`config.mk`:
```
export PLATFORM = sky130hd
export DESIGN_NAME = beam_scan_sad
export DESIGN_NICKNAME = d
export VERILOG_FILES = /design/src/rtl/beam_pkg.sv /design/src/rtl/sad_accum.sv /design/src/rtl/beam_scan_sad.sv
export SDC_FILE = /design/constraint.sdc
export NUM_CORES = 2
export LEC_CHECK = 0
export ABC_AREA = 1
export CAP_MARGIN = 20
export CORE_ASPECT_RATIO = 1.25
export CORE_MARGIN = 1.5
export CORE_UTILIZATION = 57
export CTS_BUF_LIST = sky130_fd_sc_hd__clkbuf_16
export CTS_CLUSTER_SIZE = 12
export DETAILED_ROUTE_END_ITERATION = 8
export PLACE_DENSITY = 0.76
export RECOVER_POWER = 100
export SYNTH_ARGS = -nofsm -noshare
export SYNTH_HDL_FRONTEND = slang
export SYNTH_SLANG_ARGS = --single-unit
```
`constraint.sdc`:
```
create_clock -name clk -period 6.6 [get_ports clk]
set_input_delay 0.99 -clock clk [delete_from_list [all_inputs] [get_ports clk]]
set_output_delay 0.99 -clock clk [all_outputs]
set_load 0.05 [all_outputs]
```
`src/rtl/beam_pkg.sv`:
```
// ---------------------------------------------------------------------------
// beam_pkg
// Shared definitions for the beam-steering blocks.
//   beam_state_e : FILL / COMPUTE / REPORT state encoding
//   acc_width()  : SAD accumulator width (sample width + sign + log2(window))
//   lag_width()  : width of a lag index covering -max_lag..+max_lag
// ---------------------------------------------------------------------------
package beam_pkg;

  typedef enum logic [1:0] {
    ST_FILL    = 2'd0,
    ST_COMPUTE = 2'd1,
    ST_REPORT  = 2'd2
  } beam_state_e;

  // A difference needs one extra bit beyond the sample width, and summing
  // `win` magnitudes grows the result by at most clog2(win) bits.
  function automatic int acc_width(input int data_width, input int win);
    return data_width + 1 + $clog2(win);
  endfunction

  function automatic int lag_width(input int max_lag);
    return $clog2(2 * max_lag + 1);
  endfunction

  localparam int DEF_ACC_W = acc_width(16, 30);
  localparam int DEF_LAG_W = lag_width(30);

endpackage

```
`src/rtl/sad_accum.sv`:
```
// ---------------------------------------------------------------------------
// sad_accum
// Absolute-difference accumulator for one SAD lag.
//   clk, reset_n : clock, asynchronous active-low reset (clears sum)
//   clear        : restart the sum; with en it loads |a-b| directly
//   en           : accumulate |a-b| this cycle
//   a, b         : signed samples
//   sum          : registered running sum of magnitudes
// ---------------------------------------------------------------------------
module sad_accum #(
  parameter int DATA_WIDTH = 16,
  parameter int ACC_W      = 21
) (
  input  logic                         clk,
  input  logic                         reset_n,
  input  logic                         clear,
  input  logic                         en,
  input  logic signed [DATA_WIDTH-1:0] a,
  input  logic signed [DATA_WIDTH-1:0] b,
  output logic        [ACC_W-1:0]      sum
);

  logic signed [DATA_WIDTH:0] diff;
  logic        [DATA_WIDTH:0] mag;
  logic        [ACC_W-1:0]    sum_d;
  logic        [ACC_W-1:0]    sum_q;

  // Sign-extend both operands so the subtraction can never wrap; the
  // negation of the most negative possible difference still fits unsigned.
  always_comb begin
    diff = {a[DATA_WIDTH-1], a} - {b[DATA_WIDTH-1], b};
    mag  = diff[DATA_WIDTH] ? -diff : diff;
  end

  // Clear together with en loads the first term of a new lag, so
  // back-to-back lags need no idle cycle in between.
  always_comb begin
    sum_d = sum_q;
    if (clear) begin
      sum_d = en ? ACC_W'(mag) : '0;
    end else if (en) begin
      sum_d = sum_q + ACC_W'(mag);
    end
  end

  always_ff @(posedge clk or negedge reset_n) begin
    if (!reset_n) begin
      sum_q <= '0;
    end else begin
      sum_q <= sum_d;
    end
  end

  assign sum = sum_q;

endmodule

```
`src/rtl/beam_scan_sad.sv`:
```
// ---------------------------------------------------------------------------
// beam_scan_sad
// Stereo time-delay estimator: collects a frame of left/right samples, scans
// all lags -MAX_LAG..+MAX_LAG with a sum-of-absolute-differences metric and
// reports the best lag plus a one-hot LED direction zone.
//   clk, reset_n                : clock, asynchronous active-low reset
//   left_data_in, right_data_in : signed sample pair
//   in_valid / in_ready         : sample handshake (ready only while filling)
//   out_valid / out_ready       : result handshake
//   lag_idx                     : best lag index, 0 means -MAX_LAG
//   min_sad                     : SAD at the best lag
//   led_pattern                 : one-hot zone of lag_idx
//   busy                        : high while the lag scan runs
// ---------------------------------------------------------------------------
module beam_scan_sad
  import beam_pkg::*;
#(
  parameter  int DATA_WIDTH = 16,
  parameter  int WIN        = 30,
  parameter  int MAX_LAG    = 30,
  parameter  int LED_WIDTH  = 8,
  localparam int NLAG       = 2 * MAX_LAG + 1,
  localparam int ACC_W      = acc_width(DATA_WIDTH, WIN),
  localparam int LAG_W      = lag_width(MAX_LAG)
) (
  input  logic                         clk,
  input  logic                         reset_n,
  input  logic signed [DATA_WIDTH-1:0] left_data_in,
  input  logic signed [DATA_WIDTH-1:0] right_data_in,
  input  logic                         in_valid,
  output logic                         in_ready,
  output logic                         out_valid,
  input  logic                         out_ready,
  output logic        [LAG_W-1:0]      lag_idx,
  output logic        [ACC_W-1:0]      min_sad,
  output logic        [LED_WIDTH-1:0]  led_pattern,
  output logic                         busy
);

  localparam int NFRAME = WIN + 2 * MAX_LAG;
  localparam int ADDR_W = $clog2(NFRAME);
  localparam int J_W    = $clog2(WIN + 1);
  localparam int K_W    = $clog2(NLAG + 1);

  localparam logic [ADDR_W-1:0] ADDR_LAST = ADDR_W'(NFRAME - 1);
  localparam logic [J_W-1:0]    J_LAST    = J_W'(WIN - 1);
  // k reaching NLAG marks the extra cycle that only compares the last lag.
  localparam logic [K_W-1:0]    K_END     = K_W'(NLAG);

  beam_state_e state_q, state_d;

  logic [ADDR_W-1:0]    wr_ptr_q, wr_ptr_d;
  logic [J_W-1:0]       j_q, j_d;
  logic [K_W-1:0]       k_q, k_d;
  logic [ACC_W-1:0]     best_sad_q, best_sad_d;
  logic [LAG_W-1:0]     best_lag_q, best_lag_d;
  logic [LAG_W-1:0]     lag_idx_q, lag_idx_d;
  logic [ACC_W-1:0]     min_sad_q, min_sad_d;
  logic [LED_WIDTH-1:0] led_q, led_d;
  logic                 in_ready_q, in_ready_d;
  logic                 out_valid_q, out_valid_d;
  logic                 busy_q, busy_d;

  logic                         xfer;
  logic                         wr_en;
  logic                         acc_clear;
  logic                         acc_en;
  logic        [ACC_W-1:0]      acc_sum;
  logic                         cmp_en;
  logic                         take_new;
  logic        [ACC_W-1:0]      new_sad;
  logic        [LAG_W-1:0]      new_lag;
  int                           led_zone;
  logic        [ADDR_W-1:0]     l_addr;
  logic        [ADDR_W-1:0]     r_addr;
  logic signed [DATA_WIDTH-1:0] l_rd;
  logic signed [DATA_WIDTH-1:0] r_rd;

  // Sample storage: one write port, one read port per channel, no reset.
  logic signed [DATA_WIDTH-1:0] l_mem [NFRAME];
  logic signed [DATA_WIDTH-1:0] r_mem [NFRAME];

  always_ff @(posedge clk) begin
    if (wr_en) begin
      l_mem[wr_ptr_q] <= left_data_in;
      r_mem[wr_ptr_q] <= right_data_in;
    end
  end

  // The left window is fixed at the centre of the frame; the right window
  // slides with the lag. The address is parked at 0 on the compare-only cycle.
  always_comb begin
    l_addr = ADDR_W'(MAX_LAG) + ADDR_W'(j_q);
    r_addr = (k_q == K_END) ? '0 : ADDR_W'(j_q) + ADDR_W'(k_q);
  end

  assign l_rd = l_mem[l_addr];
  assign r_rd = r_mem[r_addr];

  sad_accum #(
    .DATA_WIDTH (DATA_WIDTH),
    .ACC_W      (ACC_W)
  ) u_sad_accum (
    .clk     (clk),
    .reset_n (reset_n),
    .clear   (acc_clear),
    .en      (acc_en),
    .a       (l_rd),
    .b       (r_rd),
    .sum     (acc_sum)
  );

  // The accumulator holds the finished SAD of lag k-1 on the first cycle of
  // lag k (and on the compare-only cycle). Strict less-than keeps the
  // lowest lag on ties.
  always_comb begin
    cmp_en   = (state_q == ST_COMPUTE) && (j_q == '0) && (k_q != '0);
    take_new = cmp_en && (acc_sum < best_sad_q);
    new_sad  = take_new ? acc_sum : best_sad_q;
    new_lag  = take_new ? LAG_W'(k_q - K_W'(1)) : best_lag_q;
    led_zone = (int'(new_lag) * LED_WIDTH) / NLAG;
  end

  assign xfer = in_valid && in_ready_q && (state_q == ST_FILL);

  // Next-state and datapath control.
  always_comb begin
    state_d     = state_q;
    wr_ptr_d    = wr_ptr_q;
    j_d         = j_q;
    k_d         = k_q;
    best_sad_d  = best_sad_q;
    best_lag_d  = best_lag_q;
    lag_idx_d   = lag_idx_q;
    min_sad_d   = min_sad_q;
    led_d       = led_q;
    wr_en       = 1'b0;
    acc_clear   = 1'b0;
    acc_en      = 1'b0;

    unique case (state_q)
      ST_FILL: begin
        acc_clear = 1'b1;
        if (xfer) begin
          wr_en = 1'b1;
          if (wr_ptr_q == ADDR_LAST) begin
            state_d    = ST_COMPUTE;
            wr_ptr_d   = '0;
            j_d        = '0;
            k_d        = '0;
            best_sad_d = '1;
            best_lag_d = '0;
          end else begin
            wr_ptr_d = wr_ptr_q + ADDR_W'(1);
          end
        end
      end

      ST_COMPUTE: begin
        best_sad_d = new_sad;
        best_lag_d = new_lag;
        if (k_q == K_END) begin
          state_d   = ST_REPORT;
          lag_idx_d = new_lag;
          min_sad_d = new_sad;
          led_d     = LED_WIDTH'(1) << led_zone;
        end else begin
          acc_en    = 1'b1;
          acc_clear = (j_q == '0);
          if (j_q == J_LAST) begin
            j_d = '0;
            k_d = k_q + K_W'(1);
          end else begin
            j_d = j_q + J_W'(1);
          end
        end
      end

      ST_REPORT: begin
        if (out_ready) begin
          state_d  = ST_FILL;
          wr_ptr_d = '0;
        end
      end

      default: begin
        state_d  = ST_FILL;
        wr_ptr_d = '0;
      end
    endcase

    in_ready_d  = (state_d == ST_FILL);
    out_valid_d = (state_d == ST_REPORT);
    busy_d      = (state_d == ST_COMPUTE);
  end

  // Handshake flags are registered from the next state, so in_ready only
  // rises on the first edge after reset is released.
  always_ff @(posedge clk or negedge reset_n) begin
    if (!reset_n) begin
      state_q     <= ST_FILL;
      wr_ptr_q    <= '0;
      j_q         <= '0;
      k_q         <= '0;
      best_sad_q  <= '1;
      best_lag_q  <= '0;
      lag_idx_q   <= '0;
      min_sad_q   <= '0;
      led_q       <= '0;
      in_ready_q  <= 1'b0;
      out_valid_q <= 1'b0;
      busy_q      <= 1'b0;
    end else begin
      state_q     <= state_d;
      wr_ptr_q    <= wr_ptr_d;
      j_q         <= j_d;
      k_q         <= k_d;
      best_sad_q  <= best_sad_d;
      best_lag_q  <= best_lag_d;
      lag_idx_q   <= lag_idx_d;
      min_sad_q   <= min_sad_d;
      led_q       <= led_d;
      in_ready_q  <= in_ready_d;
      out_valid_q <= out_valid_d;
      busy_q      <= busy_d;
    end
  end

  assign in_ready    = in_ready_q;
  assign out_valid   = out_valid_q;
  assign busy        = busy_q;
  assign lag_idx     = lag_idx_q;
  assign min_sad     = min_sad_q;
  assign led_pattern = led_q;

endmodule

```
zoom.png
Region (174, 222) to (214, 262) um. Cells in grey, sequential cells in the stronger grey; small squares are vias.
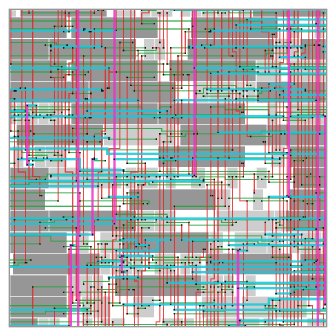
[met3] cyan
[met4] magenta
[met2] red
[met1] green
sequential cells in the window: 26
cells with their middle in the window: 85
netlist names of flops here include: `r_mem` (26)
most frequent: edfxtp_1 (26), nor2_1 (13), nand2_1 (10)

final_clocks.png
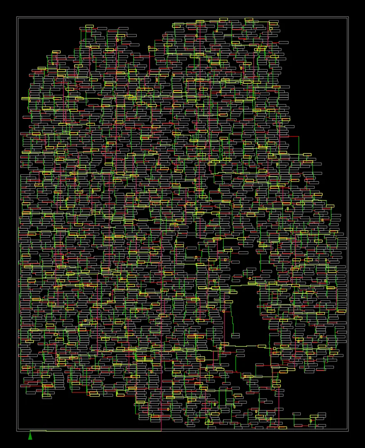
clk latency late pin: 0.96 ns
Clk. pwr: 13500 uW
clock buffers: 282
Seq cells: 2573
CTS Buf Count: 274

==> impl_metrics.json <==
{
  "status": "finished, violations left",
  "violations": "max-capacitance violations, max-slew violations, negative setup slack",
  "comb_area_sq_um": 26700,
  "met3_usage_pct": 7.38,
  "grt_pass1_wl_mm": 458,
  "start_kind": "register",
  "core_area_sq_um": 184000,
  "finalClockPeriodUsage_pct": 108,
  "fillCellCount": 12370,
  "gp_congestion": 0.959,
  "ys_warn_count": 0,
  "worst_setup_path_end_kind": "register",
  "grt_start_max_net_pins": 128,
  "rows": 176,
  "hold_path.class": "input pin to register",
  "root_buffer": "clkbuf_16",
  "skew_ns": 0.0713,
  "most_common_cell": "edfxtp_1",
  "top_layer_used": "met5",
  "synth_top_area_share_pct": 70.4,
  "yosys_cells": 8238,
  "drv_slew": 4261,
  "setup_viol": 12,
  "ir_drop_uv": 467,
  "yosys.area.top_type": "edfxtp_1",
  "p_total_uw": 59100,
  "met1_length_mm": 104,
  "tightest_slew_ns": 4.86,
  "whs_ns": 0.337,
  "syn-cell-area_sq_um": 105000,
  "routedWlPerCell_um": 27.4,
  "cp.depth": 42,
  "cp_common_cell": "a21oi_2",
  "yosysUniqueCellTypes": 57,
  "comb_share_pct": 21.7,
  "io_buffers": 74,
  "use_met2_pct": 52.8,
  "antenna_found_initial": 12,
  "max-clock-path-buffers": 4,
  "post_cts_buffers": 39,
  "met1_usage_pct": 40.6,
  "critical_path_arrival_ns": 7.90,
  "fp-utilization_pct": 57.2,
  "die_w_um": 387,
  "via_per_inst": 6.54,
  "holdBufCountCts": 0,
  "clock_sinks": 2573,
  "period_minus_slack_ns": 7.10,
  "met3WireLength_mm": 38.1,
  "min_from": "right_data_in[15]",
  "logic_gates": 4941,
  "chipHeight_um": 483,
  "drv_cap": 113,
  "r2r_end": "u_sad_accum.sum[15]",
  "cp_num_buf_inv": 9,
  "inverters": 173,
  "synth.avg_cell_area_sq_um": 12.8,
  "setup_slack_ns": -0.504,
  "reg2reg_from": "k_q[0]",
  "synth_flops": 2573,
  "lay_top_cells": "edfxtp_1 (2464), nor2_1 (1304), o21ai_0 (868), nand2_1 (830), buf_4 (630)",
  "drive_gt1_share_pct": 16.8,
  "synth_chip_area_sq_um": 105000,
  "critPathTopFamily": "AND-OR/OR-AND gates",
  "synth_nets": 8351,
  "layout.nets": 9044,
  "postRouteAntennaNets": 0,
  "drt_iter0_drc": 10781,
  "area_growth_pct": 17.1,
  "power.density_nw_per_um2": 480,
  "first_pass_iters": 8,
  "top_cells_by_count": "edfxtp_1 (2464), nor2_1 (1344), o21ai_0 (916)",
  "clk_share_pct": 6.05,
  "yosys.stat.seqShare_pct": 73.0,
  "cts.repair.resized": 184,
  "routed_wl_mm": 313,
  "biggestCellCategory": "sequential cells",
  "timing.slew.headroom_pct": -224,
  "ff_type": "edfxtp_1",
  "p_leak_uw": 0.0426,
  "rsz0062_at_grt": "true",
  "crit_path_top_delay_cell": "dfrtp_1",
  "grt_pass1_vias": 73455,
  "ff2ff_setup_slack_ns": -0.50,
  "crit_end": "u_sad_accum.sum[15]",
  "route.detailed.drc": 0,
  "edf_count": 2464,
  "whs_path_depth": 1,
  "path_clk_slew_ns": 0.06,
  "slowest_delay_ns": 0.42,
  "topCellsByArea": "edfxtp_1 (70%), nor2_1 (4.8%), o21ai_0 (4.4%)",
  "worstSetupPathType": "register to register",
  "chipArea_sq_um": 187000,
  "hold_end": "r_mem[87][15]",
  "n_antenna_cell": 6,
  "layout.nonclk_buf_share_pct": 6.86,
  "crit_fanout": 25,
  "post-route-util_pct": 67.0,
  "syn-instance-count": 8238,
  "h-tree-depth": 5,
  "regArea_sq_um": 76800,
  "busiest_layer": "met2",
  "ios": 75,
  "final_common_cell": "edfxtp_1",
  "nWellTaps": 2403,
  "hold_violations": 0,
  "warnings": 39,
  "grt.overflow.total": 0,
  "cts_tree": "built",
  "vias": 74755,
  "track_usage_pct": 32.8,
  "seq_share_pct": 62.4,
  "required_ns": 7.40,
  "met2WireLength_mm": 148,
  "r2r_cells": 42,
  "hpwl_mm": 180,
  "crit_path_start": "k_q[0]",
  "async_reset_ff_share_pct": 4.24,
  "max_freq_ghz": 0.141,
  "num-nonclk-buffers": 968
}
kinds of logic (layout without fill, tap and decap cells):
| logic type | Yosys count | after routing | share of synthesized area (%) |
|---|---|---|---|
| buffers and inverters | 724 | 1499 | 2.61 |
| flip-flops | 2573 | 2573 | 73.0 |
| other | 0 | 6 | 0 |
| AND-OR/OR-AND | 2068 | 2068 | 12.1 |
| AND/OR/NAND/NOR | 2744 | 2744 | 10.9 |
| XOR/XNOR | 49 | 49 | 0.408 |
| adder cells (fa/ha/maj) | 77 | 77 | 0.938 |
| multiplexers | 3 | 3 | 0.0286 |
worst register-to-register path, delay by kind of cell (launching register included):
kind                     cells  cell delay (ns)
AND-OR/OR-AND               16             2.57
AND/OR/NAND/NOR             12             1.35
buffers and inverters        9             1.58
flip-flops                   1             0.42
adder cells (fa/ha/maj)      3             0.77
XOR/XNOR                     2             0.29
stage by stage:
step           setup WS, ns  setup TNS (ns)  cells  instance area, sq um
4_1_cts              -0.223           -1.71  11385                123000
6_report             -0.504           -4.98  11422                123000
3_3_place_gp         -0.613           -5.44  10978                114000
3_5_place_dp         -0.687           -5.91  10978                114000
2_1_floorplan        0.0294               0   8238                105000
5_1_grt              -0.842          -12.23  11418                123000
state kept, by name, indices dropped and copies added (netlist names):
| signal | flops |
|---|---|
| best_lag_q | 6 |
| min_sad | 22 |
| busy | 1 |
| l_mem | 1024 |
| j_q | 5 |
| out_valid | 1 |
| u_sad_accum.sum | 22 |
| r_mem | 1440 |
| k_q | 6 |
| wr_ptr_q | 7 |
| led_pattern | 8 |
| in_ready | 1 |
| best_sad_q | 22 |
| state_q | 2 |
| lag_idx | 6 |
power breakdown:
part	total, uW	switching, uW	internal, uW
Clock	13500	5870	7650
Sequential	18500	143	18400
Combinational	27100	16100	10900
Total	59100	22200	36900
No activity file was given, so power comes from the tool's default toggle rates.
